[src/rtl/spi_master.sv]
// Mode-0 SPI master: reads one 32-bit {X,Y} frame per start request.
// All SPI outputs are registered; miso is brought in through a 2-flop synchroniser.
module spi_master #(
  parameter int CLK_DIV  = 8,
  parameter int CS_SETUP = 16,
  parameter int CS_HOLD  = 8
) (
  input  logic        clk,
  input  logic        reset,
  input  logic        start,
  input  logic [31:0] tx_data,
  output logic        busy,
  output logic        done,
  output logic [31:0] rx_data,
  output logic [15:0] xdata_rx,
  output logic [15:0] ydata_rx,
  output logic        sclk,
  output logic        mosi,
  output logic        cs,
  input  logic        miso
);

  if (CLK_DIV < 6) begin : g_bad_clk_div
    $error("spi_master: CLK_DIV must be >= 6");
  end
  if (CS_SETUP < 8) begin : g_bad_cs_setup
    $error("spi_master: CS_SETUP must be >= 8");
  end
  if (CS_HOLD < 2) begin : g_bad_cs_hold
    $error("spi_master: CS_HOLD must be >= 2");
  end

  // One shared down-the-phase counter sized for the longest phase.
  localparam int MAXC = (CS_SETUP > CLK_DIV) ? ((CS_SETUP > CS_HOLD) ? CS_SETUP : CS_HOLD)
                                             : ((CLK_DIV > CS_HOLD) ? CLK_DIV : CS_HOLD);
  localparam int CNT_W = $clog2(MAXC);
  localparam logic [CNT_W-1:0] SETUP_LAST = CNT_W'(CS_SETUP - 1);
  localparam logic [CNT_W-1:0] DIV_LAST   = CNT_W'(CLK_DIV - 1);
  localparam logic [CNT_W-1:0] HOLD_LAST  = CNT_W'(CS_HOLD - 1);

  typedef enum logic [2:0] {
    S_IDLE, S_SETUP, S_HIGH, S_LOW, S_HOLD, S_GAP
  } state_t;

  state_t            state_q, state_d;
  logic [CNT_W-1:0]  cnt_q, cnt_d;
  logic [4:0]        bit_cnt_q, bit_cnt_d;
  logic [31:0]       tx_sh_q, tx_sh_d;
  logic [31:0]       rx_sh_q, rx_sh_d;
  logic [31:0]       rx_data_q, rx_data_d;
  logic              cs_q, cs_d;
  logic              sclk_q, sclk_d;
  logic              mosi_q, mosi_d;
  logic              busy_q, busy_d;
  logic              done_q, done_d;
  logic              miso_s1_q, miso_s_q;

  // Two-flop synchroniser for the asynchronous miso line.
  always_ff @(posedge clk or posedge reset) begin
    if (reset) begin
      miso_s1_q <= 1'b0;
      miso_s_q  <= 1'b0;
    end else begin
      miso_s1_q <= miso;
      miso_s_q  <= miso_s1_q;
    end
  end

  // State, counters, shift registers and registered SPI outputs.
  always_ff @(posedge clk or posedge reset) begin
    if (reset) begin
      state_q   <= S_IDLE;
      cnt_q     <= '0;
      bit_cnt_q <= '0;
      tx_sh_q   <= '0;
      rx_sh_q   <= '0;
      rx_data_q <= '0;
      cs_q      <= 1'b1;
      sclk_q    <= 1'b0;
      mosi_q    <= 1'b0;
      busy_q    <= 1'b0;
      done_q    <= 1'b0;
    end else begin
      state_q   <= state_d;
      cnt_q     <= cnt_d;
      bit_cnt_q <= bit_cnt_d;
      tx_sh_q   <= tx_sh_d;
      rx_sh_q   <= rx_sh_d;
      rx_data_q <= rx_data_d;
      cs_q      <= cs_d;
      sclk_q    <= sclk_d;
      mosi_q    <= mosi_d;
      busy_q    <= busy_d;
      done_q    <= done_d;
    end
  end

  // Next-state and next-output logic; every edge is decided one cycle ahead.
  always_comb begin
    state_d   = state_q;
    cnt_d     = cnt_q;
    bit_cnt_d = bit_cnt_q;
    tx_sh_d   = tx_sh_q;
    rx_sh_d   = rx_sh_q;
    rx_data_d = rx_data_q;
    cs_d      = cs_q;
    sclk_d    = sclk_q;
    mosi_d    = mosi_q;
    busy_d    = busy_q;
    done_d    = 1'b0;
    unique case (state_q)
      S_IDLE: begin
        if (start) begin
          cs_d      = 1'b0;
          busy_d    = 1'b1;
          mosi_d    = tx_data[31];
          tx_sh_d   = tx_data;
          rx_sh_d   = '0;
          cnt_d     = '0;
          bit_cnt_d = '0;
          state_d   = S_SETUP;
        end
      end
      S_SETUP: begin
        if (cnt_q == SETUP_LAST) begin
          cnt_d   = '0;
          sclk_d  = 1'b1;
          rx_sh_d = {rx_sh_q[30:0], miso_s_q};
          state_d = S_HIGH;
        end else begin
          cnt_d = cnt_q + CNT_W'(1);
        end
      end
      S_HIGH: begin
        if (cnt_q == DIV_LAST) begin
          cnt_d  = '0;
          sclk_d = 1'b0;
          if (bit_cnt_q == 5'd31) begin
            mosi_d  = 1'b0;
            state_d = S_HOLD;
          end else begin
            mosi_d  = tx_sh_q[30];
            tx_sh_d = tx_sh_q << 1;
            state_d = S_LOW;
          end
        end else begin
          cnt_d = cnt_q + CNT_W'(1);
        end
      end
      S_LOW: begin
        if (cnt_q == DIV_LAST) begin
          cnt_d     = '0;
          sclk_d    = 1'b1;
          rx_sh_d   = {rx_sh_q[30:0], miso_s_q};
          bit_cnt_d = bit_cnt_q + 5'd1;
          state_d   = S_HIGH;
        end else begin
          cnt_d = cnt_q + CNT_W'(1);
        end
      end
      S_HOLD: begin
        if (cnt_q == HOLD_LAST) begin
          cnt_d     = '0;
          cs_d      = 1'b1;
          rx_data_d = rx_sh_q;
          done_d    = 1'b1;
          state_d   = S_GAP;
        end else begin
          cnt_d = cnt_q + CNT_W'(1);
        end
      end
      S_GAP: begin
        if (cnt_q == HOLD_LAST) begin
          cnt_d   = '0;
          busy_d  = 1'b0;
          state_d = S_IDLE;
        end else begin
          cnt_d = cnt_q + CNT_W'(1);
        end
      end
      default: state_d = S_IDLE;
    endcase
  end

  assign cs       = cs_q;
  assign sclk     = sclk_q;
  assign mosi     = mosi_q;
  assign busy     = busy_q;
  assign done     = done_q;
  assign rx_data  = rx_data_q;
  assign xdata_rx = rx_data_q[31:16];
  assign ydata_rx = rx_data_q[15:0];

endmodule

[config.mk]
export PLATFORM = sky130hd
export DESIGN_NAME = spi_master
export DESIGN_NICKNAME = d
export VERILOG_FILES = /design/src/rtl/spi_master.sv
export SDC_FILE = /design/constraint.sdc
export NUM_CORES = 1
export LEC_CHECK = 0
export ABC_CLOCK_PERIOD_IN_PS = 4900
export CAP_MARGIN = 25
export CORE_ASPECT_RATIO = 1.25
export CORE_MARGIN = 5
export CORE_UTILIZATION = 44
export CTS_CLUSTER_SIZE = 16
export DETAILED_ROUTE_END_ITERATION = 16
export PLACE_DENSITY = 0.81
export RECOVER_POWER = 50
export SETUP_SLACK_MARGIN = 0.1
export SLEW_MARGIN = 0
export SYNTH_ARGS = -nofsm -noshare
export SYNTH_HDL_FRONTEND = slang
export SYNTH_SLANG_ARGS = --single-unit
[constraint.sdc]
create_clock -name clk -period 4.9 [get_ports clk]
set_input_delay 0.98 -clock clk [delete_from_list [all_inputs] [get_ports clk]]
set_output_delay 0.98 -clock clk [all_outputs]
set_load 0.1 [all_outputs]
Fig. 1: wires at chosen ports, followed through buffers
(2 px per um)
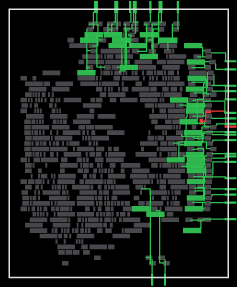
Green is rx_data, direction output, edge 19 right, 11 top, 2 bottom, end cells 32, buffers 32, wire 952 um. Red is reset, direction input, edge right, end cells 1, buffers 1, wire 27.9 um.
IO Pins: 105
number of port buffers: 104

Fig. 2: placement density heat map
(3 px per um) 11 x 13 tiles, from dark blue (low) to red (high), 0 to 100% covered.
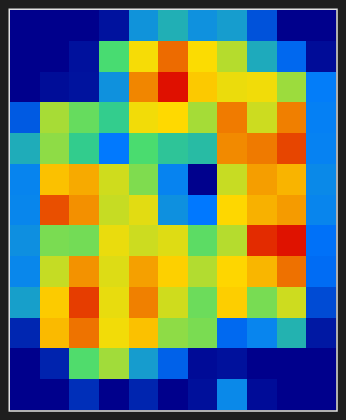
13% of the tiles are nearly empty. The mean over all tiles is 46%. The emptiest ninth of the die: top left. 24% of the tiles are over 75% full. The fullest tile reaches 98%.
floorplan utilization: 44.5%
Finished Core Util: 56.8%
Core ar.: 12000 um^2

==> flow_metrics.env <==
# implementation run metrics
export IMPL_async_flop_share_pct=100
export IMPL_worst_ep_arrival_time_ps=3780
export IMPL_cp_end_kind="flop"
export IMPL_grt_pass1_wl_mm=17.8
export IMPL_die_width_um=109
export IMPL_worstSkewPairLatency_ps=410
export IMPL_drc=0
export IMPL_clock_skew_ps=8.72
export IMPL_fill_cells=1047
export IMPL_crit_family="buffers and inverters"
export IMPL_syn_area_um2=5360
export IMPL_sh_seq_area_pct=41.7
export IMPL_die_y_um=133
export IMPL_synth_avg_cell_area_um2=10.3
export IMPL_hold_viol_final=0
export IMPL_vias=3778
export IMPL_cap_violations=0
export IMPL_vias_per_cell=4.95
export IMPL_sh_comb_area_pct=27.9
export IMPL_n_all_inverters=37
export IMPL_dp_cells=731
export IMPL_ys_seq_share_pct=53.2
export IMPL_layout_min_cycle_time_ps=3500
export IMPL_switching_share_pct=35.5
export IMPL_flop_count=114
export IMPL_buffers=109
export IMPL_numSynthFlops=114
export IMPL_drv_slew=0
export IMPL_ctsHoldBuffers=0
export IMPL_overflow=0
export IMPL_placed_area_um2=6220
export IMPL_wire_per_inst_um=13.5
export IMPL_setup_viol=0
export IMPL_ir_drop_mv=0.309
export IMPL_final_comb_area_um2=1910
export IMPL_combPwrFrac_pct=30.7
export IMPL_n_clock_buffer=21
export IMPL_postCtsSetupRepairBufs=0
export IMPL_ys_warn_count=0
export IMPL_critPathBufInv=2
export IMPL_p_clk_share_pct=32.1
export IMPL_hold_path_depth=0
export IMPL_register_area_um2=2850
export IMPL_stdcell_count=763
export IMPL_p_switching_mw=1.42
export IMPL_area_growth_pct=27.7
export IMPL_diodes=0
export IMPL_ff2ff_path_depth=5
export IMPL_clkTransAtPathRegs_ps=50
export IMPL_syn_inst=520
export IMPL_routed_wl_mm=10.3
export IMPL_startpoint="state_q[1]"
export IMPL_cts_buffers=17
export IMPL_hold_end="miso_s_q"
export IMPL_cts_tree="built"
export IMPL_regToRegStartpoint="state_q[1]"
export IMPL_worstPathMaxFanout=24
export IMPL_grt_antenna_before_repair=0
export IMPL_comb_multi_input_count=307
export IMPL_synth_edff_count=0
export IMPL_place_gp_congestion=0.837
export IMPL_final_cell_mix="dfrtp_1 (113), nand2_1 (107), clkdlybuf4s50_1 (101)"
export IMPL_synthDistinctLibCells=44
export IMPL_min_from="miso_s1_q"
export IMPL_nNetsFinal=626
export IMPL_fin_tns_setup_ps=0
export IMPL_clk_share_pct=9.23
export IMPL_r2r_end="rx_data[17]"
export IMPL_status="complete, no violations"
export IMPL_start_kind="flop"
export IMPL_htreeDepth=4
export IMPL_cellLeakagePower_nw=3.20
export IMPL_power_density_nw_per_um2=587
export IMPL_yosys_area_um2=5360
export IMPL_pwr_share_seq_pct=37.3
export IMPL_root_buffer="clkbuf_16"
export IMPL_crit_chain="inv_1 -> nand2_1 -> or3_1 -> clkinvlp_2 -> mux2_1"
export IMPL_first_iter_violations=335
export IMPL_worst_pin_slew_ps=1460
export IMPL_final_period_utilization_pct=71.4
export IMPL_post_cts_resized=0
export IMPL_max_freq_mhz=286
export IMPL_path_class="flop to flop"
export IMPL_yosys_stat_cells=520
Fig. 3: cell classes on the final placement
(3 px per um)
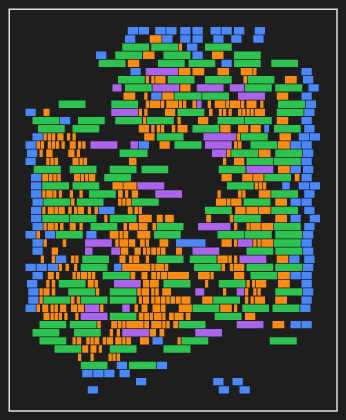
Orange is combinational and other logic, cells 344, share of their area 31%. Purple is clock drivers and dummy loads, cells 32, share of their area 9.5%. Blue is other buffers and delay cells, cells 109, share of their area 17%. Green is flops, cells 114, share of their area 43%.
Non-Filler Cell Area, Final: 6840 um^2
FP Rows: 45

## power groups by stage
| stage | registers (mW) | clock network [mW] | logic, mW |
|---|---|---|---|
| global route | 1.54 | 1.36 | 1.37 |
| global placement | 1.49 | 0 | 1.15 |
| finish | 1.50 | 1.29 | 1.23 |
| detailed placement | 1.51 | 0 | 1.24 |
| floorplan | 1.51 | 0 | 1.04 |
| CTS | 1.50 | 1.31 | 1.25 |
## logic make-up after synthesis
kind of cell    count (synthesis)  share of synthesized area, %
compound gates                 59                          7.14
xor+xnor                        5                         0.957
fa+ha+maj                       4                         0.934
buf+inv                        99                          11.2
flops                         114                          53.2
mux                            66                          13.1
simple gates                  173                          13.5
## synth_stat cells, types with 2 or more instances
cell type	n	area share, %
or3_1	2	0.23
buf_6	5	1.1
buf_4	34	4.8
xnor2_1	2	0.33
o211ai_1	3	0.42
nor2_1	44	3.1
mux2_2	22	4.6
mux2i_1	34	6.3
o21ai_0	12	1.1
nor2b_1	2	0.23
nor3_1	3	0.28
a21oi_1	5	0.47
a31oi_1	32	3.7
inv_1	35	2.5
nand3_1	4	0.37
clkbuf_1	9	0.63
dfrtp_1	113	53
nand2_1	107	7.5
ha_1	4	0.93
xor2_1	2	0.33
nand2b_1	3	0.35
buf_2	10	0.93
buf_12	3	1.1
mux2_1	10	2.1
## metal layers
layer  global-route usage (%)  wire [um]
met1                     17.6       4180
met2                     25.8       5360
met3                     5.24        615
met4                     6.46        168
met5                        0          0
## state kept, by name (all words and copies together), names as in the netlist
| signal | cells |
|---|---|
| rx_data | 32 |
| miso_s_q | 1 |
| tx_sh_q | 31 |
| mosi | 1 |
| done | 1 |
| miso_s1_q | 1 |
| busy | 1 |
| bit_cnt_q | 5 |
| cs | 1 |
| rx_sh_q | 32 |
| cnt_q | 4 |
| sclk | 1 |
| state_q | 3 |
Power is estimated from default activity; no workload was simulated.
